--- config.mk ---
export PLATFORM = sky130hd
export DESIGN_NAME = sync_count_driver
export DESIGN_NICKNAME = d
export VERILOG_FILES = /design/src/rtl/sync_count_driver_pkg.sv /design/src/rtl/comp_sync.sv /design/src/rtl/sync_count_driver.sv
export SDC_FILE = /design/constraint.sdc
export NUM_CORES = 1
export LEC_CHECK = 0
export CAP_MARGIN = 20
export CORE_ASPECT_RATIO = 1.75
export CORE_MARGIN = 1.5
export CORE_UTILIZATION = 50
export DETAILED_ROUTE_END_ITERATION = 10
export PLACE_DENSITY = 0.79
export SLEW_MARGIN = 0
export SYNTH_ARGS = -nofsm -noshare
export SYNTH_HDL_FRONTEND = slang
export SYNTH_HIERARCHICAL = 1
export SYNTH_SLANG_ARGS = --single-unit
export TNS_END_PERCENT = 1
--- constraint.sdc ---
create_clock -name clk -period 5 [get_ports clk]
set_input_delay 1 -clock clk [delete_from_list [all_inputs] [get_ports clk]]
set_output_delay 1 -clock clk [all_outputs]
set_load 0.005 [all_outputs]
--- src/rtl/sync_count_driver_pkg.sv ---
// Shared types and constants for the synchronous driver of the NCL up/down
// counter: FSM state encoding, direction codes, default sizing and the
// ring-position arithmetic used by the position mirror.
package sync_count_driver_pkg;

    // Handshake phases of one count request.
    typedef enum logic [1:0] {
        IDLE  = 2'd0,   // rails NULL, waiting for a command
        DATA  = 2'd1,   // one rail asserted, waiting for its completion
        NULLW = 2'd2,   // rails back to NULL, waiting for completion to clear
        ERR   = 2'd3    // protocol or timeout error, waiting for err_clr
    } state_e;

    // Direction codes carried on cmd_dir.
    localparam logic DIR_UP = 1'b1;
    localparam logic DIR_DN = 1'b0;

    // Default sizing.
    localparam int RAILS_DEFAULT   = 6;
    localparam int TIMEOUT_DEFAULT = 255;

    // Width of the mirrored position; covers the largest legal ring of 8.
    localparam int POS_W = 3;

    // Next ring position after one step in the given direction.
    function automatic logic [POS_W-1:0] pos_step(input logic [POS_W-1:0] pos,
                                                  input logic             dir,
                                                  input int               rails);
        logic [POS_W-1:0] last;
        last = POS_W'(rails - 1);
        if (dir == DIR_UP) begin
            return (pos == last) ? '0 : pos + POS_W'(1);
        end
        return (pos == '0) ? last : pos - POS_W'(1);
    endfunction

    // True when a step in the given direction crosses the ring seam.
    function automatic logic pos_wraps(input logic [POS_W-1:0] pos,
                                       input logic             dir,
                                       input int               rails);
        if (dir == DIR_UP) begin
            return pos == POS_W'(rails - 1);
        end
        return pos == '0;
    endfunction

endpackage : sync_count_driver_pkg

--- src/rtl/comp_sync.sv ---
// Two-flop synchronizer for one completion input coming back from the
// asynchronous NCL counter. With BYPASS set the raw input is passed straight
// through (same-domain simulation); the flops then have no load and are
// trimmed by synthesis.
module comp_sync #(
    parameter bit BYPASS = 1'b0
) (
    input  logic clk,
    input  logic rst_n,
    input  logic async_in,
    output logic sync_out
);

    logic [1:0] sync_d;
    logic [1:0] sync_q;

    // Shift the raw input into the two-stage chain.
    always_comb begin
        sync_d = {sync_q[0], async_in};
    end

    // Synchronizer chain register, cleared while reset is held.
    // NOTE: sequential state uses non-blocking (<=) so every flop samples the
    // pre-edge value of its neighbour; blocking here would collapse the chain.
    always_ff @(posedge clk or negedge rst_n) begin
        if (!rst_n) begin
            sync_q <= '0;
        end else begin
            sync_q <= sync_d;
        end
    end

    assign sync_out = BYPASS ? async_in : sync_q[1];

endmodule : comp_sync

--- src/rtl/sync_count_driver.sv ---
// Synchronous driver for a one-hot NCL up/down counter. Each accepted command
// raises one DATA rail, waits for the matching completion, returns the rails
// to NULL, waits for completion to clear and then advances a mirrored copy of
// the counter position. Wrong-rail completions and stalled handshakes raise a
// sticky error that only err_clr (with the counter quiet) can clear.
//
// Build option: define COMP_SYNC_EN to pass both completion inputs through a
// 2-flop synchronizer; leave it undefined to sample them directly when the
// counter model runs in the same clock domain.
module sync_count_driver
    import sync_count_driver_pkg::*;
#(
    parameter int RAILS          = RAILS_DEFAULT,
    parameter int TIMEOUT_CYCLES = TIMEOUT_DEFAULT
) (
    input  logic             clk,
    input  logic             init_n,
    input  logic             cmd_valid,
    input  logic             cmd_dir,
    output logic             cmd_ready,
    output logic             countup,
    output logic             countdn,
    input  logic             countupCOMP,
    input  logic             countdnCOMP,
    output logic [POS_W-1:0] pos,
    output logic             wrap,
    output logic             err,
    input  logic             err_clr
);

    // Wait counter must hold TIMEOUT_CYCLES itself without overflowing.
    localparam int WAIT_W = $clog2(TIMEOUT_CYCLES + 1) + 1;

`ifdef COMP_SYNC_EN
    localparam bit SYNC_BYPASS = 1'b0;
`else
    localparam bit SYNC_BYPASS = 1'b1;
`endif

    // ------------------------------------------------------------------
    // Completion inputs brought into the clock domain
    // ------------------------------------------------------------------
    logic up_comp_s;
    logic dn_comp_s;

    comp_sync #(.BYPASS(SYNC_BYPASS)) u_sync_up (
        .clk      (clk),
        .rst_n    (init_n),
        .async_in (countupCOMP),
        .sync_out (up_comp_s)
    );

    comp_sync #(.BYPASS(SYNC_BYPASS)) u_sync_dn (
        .clk      (clk),
        .rst_n    (init_n),
        .async_in (countdnCOMP),
        .sync_out (dn_comp_s)
    );

    // ------------------------------------------------------------------
    // State
    // ------------------------------------------------------------------
    state_e            state_d,  state_q;
    logic              dir_d,    dir_q;
    logic [WAIT_W-1:0] wait_d,   wait_q;
    logic [POS_W-1:0]  pos_d,    pos_q;
    logic              wrap_d,   wrap_q;
    logic              err_d,    err_q;
    logic              up_d,     up_q;
    logic              dn_d,     dn_q;
    logic              run_d,    run_q;

    logic comp_clear;
    logic match_comp;
    logic opp_comp;
    logic timed_out;

    assign comp_clear = !up_comp_s && !dn_comp_s;
    assign match_comp = (dir_q == DIR_UP) ? up_comp_s : dn_comp_s;
    assign opp_comp   = (dir_q == DIR_UP) ? dn_comp_s : up_comp_s;
    assign timed_out  = wait_q >= WAIT_W'(TIMEOUT_CYCLES);

    // run_q holds cmd_ready off until the first edge after reset releases,
    // since IDLE with quiet completions would otherwise look ready in reset.
    assign cmd_ready = run_q && (state_q == IDLE) && !err_q && comp_clear;

    // Next-state, wait counter, position mirror and rail decode.
    always_comb begin
        // NOTE: every signal written here gets a default first, so no path
        // through the case leaves one unassigned and no latch is inferred.
        state_d = state_q;
        dir_d   = dir_q;
        wait_d  = wait_q;
        pos_d   = pos_q;
        wrap_d  = 1'b0;
        err_d   = err_q;
        run_d   = 1'b1;

        unique case (state_q)
            IDLE: begin
                if (cmd_valid && cmd_ready) begin
                    state_d = DATA;
                    dir_d   = cmd_dir;
                    wait_d  = '0;
                end
            end

            DATA: begin
                if (opp_comp) begin
                    // Counter acknowledged the rail we did not drive.
                    state_d = ERR;
                    err_d   = 1'b1;
                end else if (match_comp) begin
                    state_d = NULLW;
                    wait_d  = '0;
                end else if (timed_out) begin
                    state_d = ERR;
                    err_d   = 1'b1;
                end else begin
                    wait_d = wait_q + WAIT_W'(1);
                end
            end

            NULLW: begin
                if (comp_clear) begin
                    state_d = IDLE;
                    pos_d   = pos_step(pos_q, dir_q, RAILS);
                    wrap_d  = pos_wraps(pos_q, dir_q, RAILS);
                end else if (timed_out) begin
                    state_d = ERR;
                    err_d   = 1'b1;
                end else begin
                    wait_d = wait_q + WAIT_W'(1);
                end
            end

            ERR: begin
                // Leave only once the counter has gone quiet, so the next
                // command starts from a clean NULL handshake.
                if (err_clr && comp_clear) begin
                    state_d = IDLE;
                    err_d   = 1'b0;
                end
            end

            default: begin
                state_d = IDLE;
            end
        endcase

        // Rails follow the next state so they change on the same edge as the
        // FSM; they can only be high in DATA and never both at once.
        up_d = (state_d == DATA) && (dir_d == DIR_UP);
        dn_d = (state_d == DATA) && (dir_d == DIR_DN);
    end

    // All driver state, returned to IDLE/NULL asynchronously by init_n.
    always_ff @(posedge clk or negedge init_n) begin
        if (!init_n) begin
            state_q <= IDLE;
            dir_q   <= DIR_UP;
            wait_q  <= '0;
            pos_q   <= '0;
            wrap_q  <= 1'b0;
            err_q   <= 1'b0;
            up_q    <= 1'b0;
            dn_q    <= 1'b0;
            run_q   <= 1'b0;
        end else begin
            state_q <= state_d;
            dir_q   <= dir_d;
            wait_q  <= wait_d;
            pos_q   <= pos_d;
            wrap_q  <= wrap_d;
            err_q   <= err_d;
            up_q    <= up_d;
            dn_q    <= dn_d;
            run_q   <= run_d;
        end
    end

    assign countup = up_q;
    assign countdn = dn_q;
    assign pos     = pos_q;
    assign wrap    = wrap_q;
    assign err     = err_q;

    // The two rails must never be DATA together.
    a_rails_exclusive : assert property (@(posedge clk) disable iff (!init_n)
        !(countup && countdn));

endmodule : sync_count_driver

### Placement view

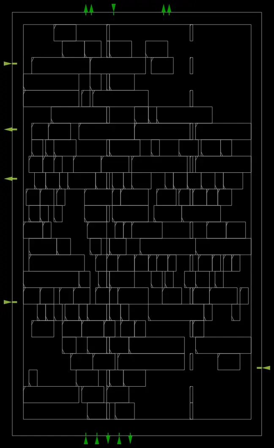
sequential share of cell area: 33.7%
fin cells: 178
count of fill cells added during filler insertion: 218
final core area utilization: 60.5%

==> summary.txt <==
Notes from the flow run.

Final timing:
- The run gives the final worst clock skew as 0.00206 ns.
- The run gives the highest clock frequency the design can meet as 275 MHz.
- The run puts the number of hold violations in the final report at 0.
- The run gives the final hold slack as 0.495 ns.
- The worst path needs 3.64 ns of the cycle, external delays included.

Clock network:
- For this design, the CTS-stage hold fixing added 0 buffers.
- TritonCTS built the clock tree.
- The run puts the buffers inserted during post-CTS setup optimization at 0.
- The CTS report gives the tree buffer count as 3.
- The tree is rooted in a sky130_fd_sc_hd__clkbuf_8.
- The run gives the CTS clock-pin slew for the worst setup and hold paths as 0.07 ns.

Detailed routing:
- The run gives the overall routed net length as 2780 um.
- The run gives the count of vias placed by the detailed router as 1067.
- Per the detail_route report, routed wire per instance is 15.6 um.
- The detailed router finished its first iteration with 18 violations.

Power:
- For this design the total switching power over the nets is 0.144 mW.
- The run gives the proportion of total power due to net switching as 29.5%.
- The run puts the leakage power at 0.609 nW.
- The internal power of the cells totals 0.343 mW.

Place:
- The run gives the number of port buffers as 14.

Critical path:
- Per the timing report, the most critical flop-to-flop path finishes at wait_q[5].
- The script reports the combined buffer and inverter count of the critical path as 2.
- The worst register-to-register path begins at state_q[0].
- For reference, the critical path cell chain is clkdlybuf4s50_1, nor4b_1, and2_1, clkdlybuf4s50_1.

GRT:
- The run puts the global-route total usage across every layer at 22.8%.
- Entering global routing, the biggest net connects 21 pins.
- The run gives the global-route wire length before repair as 4680 um.

Status:
- The flow ran to the end, and the final reports show no timing, DRC or antenna violations.

Logic synthesis:
- For this run, the register share of the synthesized area comes to 39.1%.
- The run puts the distinct cell type count of the synthesized netlist at 48.
- The run gives the gate count after technology mapping as 140.
- Counting flops with a built-in enable in the synthesized netlist gives 0.
- The commonest cells after synthesis are sky130_fd_sc_hd__dfrtp_1 (19), sky130_fd_sc_hd__nor2_1 (16), sky130_fd_sc_hd__inv_1 (10).
- The run puts the area figure in the yosys stat output at 0.00128 mm2.
- The run gives the number of register bits inferred by synthesis as 20.
- Sorting the Yosys area breakdown by cell type puts at the top sky130_fd_sc_hd__dfrtp_1.
- The run gives the aoi/oai-family share of the synthesized area as 16.9%.
- For this run the top cell type by instance count after synthesis was sky130_fd_sc_hd__dfrtp_1.

Cells and area:
- The run gives the cell area after layout as 0.00149 mm2.
- 0 antenna diodes ended up in the layout.
- The run gives the number of flip-flops in the largest register as 9.

Floorplanning:
- The run puts the chip height at 70.0 um.
- The run puts the core box area at 0.00246 mm2.
### Signal metal coverage by tile

Drawn at 8 px/um. The die is cut into 8 by 14 equal tiles; dark blue is low, red is high, scaled to the fullest tile. Values are wire area over tile area, all layers added.
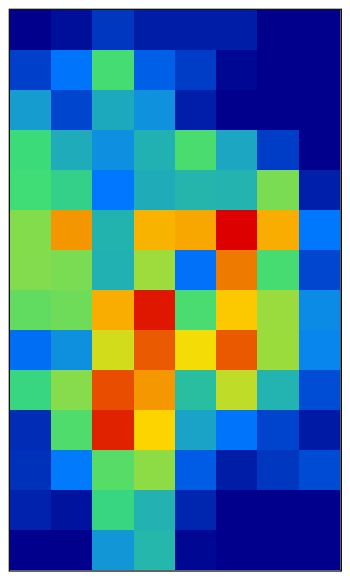
tiles over half the peak: 32%
nearly empty tiles: 17%
emptiest ninth of the die: north-east
mean over tiles: 0.15

-- layout make-up --
cell class / count / area, um2 / share of cell area (%)
multi-input cells: 104 / 706 / 47.4
well taps: 26 / 32.5 / 2.18
flip-flops and latches: 20 / 502 / 33.7
inverters: 10 / 37.5 / 2.52
clock buffers: 3 / 41.3 / 2.77
repair buffers: 14 / 140 / 9.41
clock inverters: 1 / 30.0 / 2.02
-- per-layer routing --
| layer | GRT usage, % | up-vias | share of wire (%) |
|---|---|---|---|
| li1 | - | 523 | - |
| met1 | 24.6 | 514 | 38 |
| met2 | 38.4 | 23 | 57 |
| met3 | 5.40 | 7 | 2.9 |
| met4 | 10.4 | 0 | 2.1 |
| met5 | 0 | - | 0 |
-- power by group through the flow --
| stage | Sequential [mW] | Clock [mW] | Combinational [mW] |
|---|---|---|---|
| finish | 0.209 | 0.160 | 0.118 |
| global route | 0.214 | 0.170 | 0.130 |
| CTS | 0.209 | 0.162 | 0.118 |
| detailed placement | 0.212 | 0 | 0.117 |
| global placement | 0.210 | 0 | 0.113 |
| floorplan | 0.197 | 0 | 0.0906 |
-- worst min-delay path by stage --
stage              start        end  slack [ns]  cells past startpoint
3_3_place_gp   wait_q[7]  wait_q[7]        0.49                      1
5_1_grt        wait_q[7]  wait_q[7]        0.53                      1
2_1_floorplan  wait_q[7]  wait_q[7]        0.46                      1
6_report       wait_q[7]  wait_q[7]        0.49                      1
4_1_cts        wait_q[7]  wait_q[7]        0.50                      1
3_5_place_dp   wait_q[7]  wait_q[7]        0.49                      1
-- layout by cell type (no fill, tap or decap), drive strengths merged, types with 3 or more instances in the layout --
cell and instances:
clkdlybuf4s50 14, a21oi 8, nor2 16, nand3 4
inv 10, nor4 3, nor3 3, dfrtp 19
clkbuf 3, nand2 7, xor2 4, ha 8
nand4 7, o21ai 8, nand2b 3
Power and IR drop assume default switching activity.
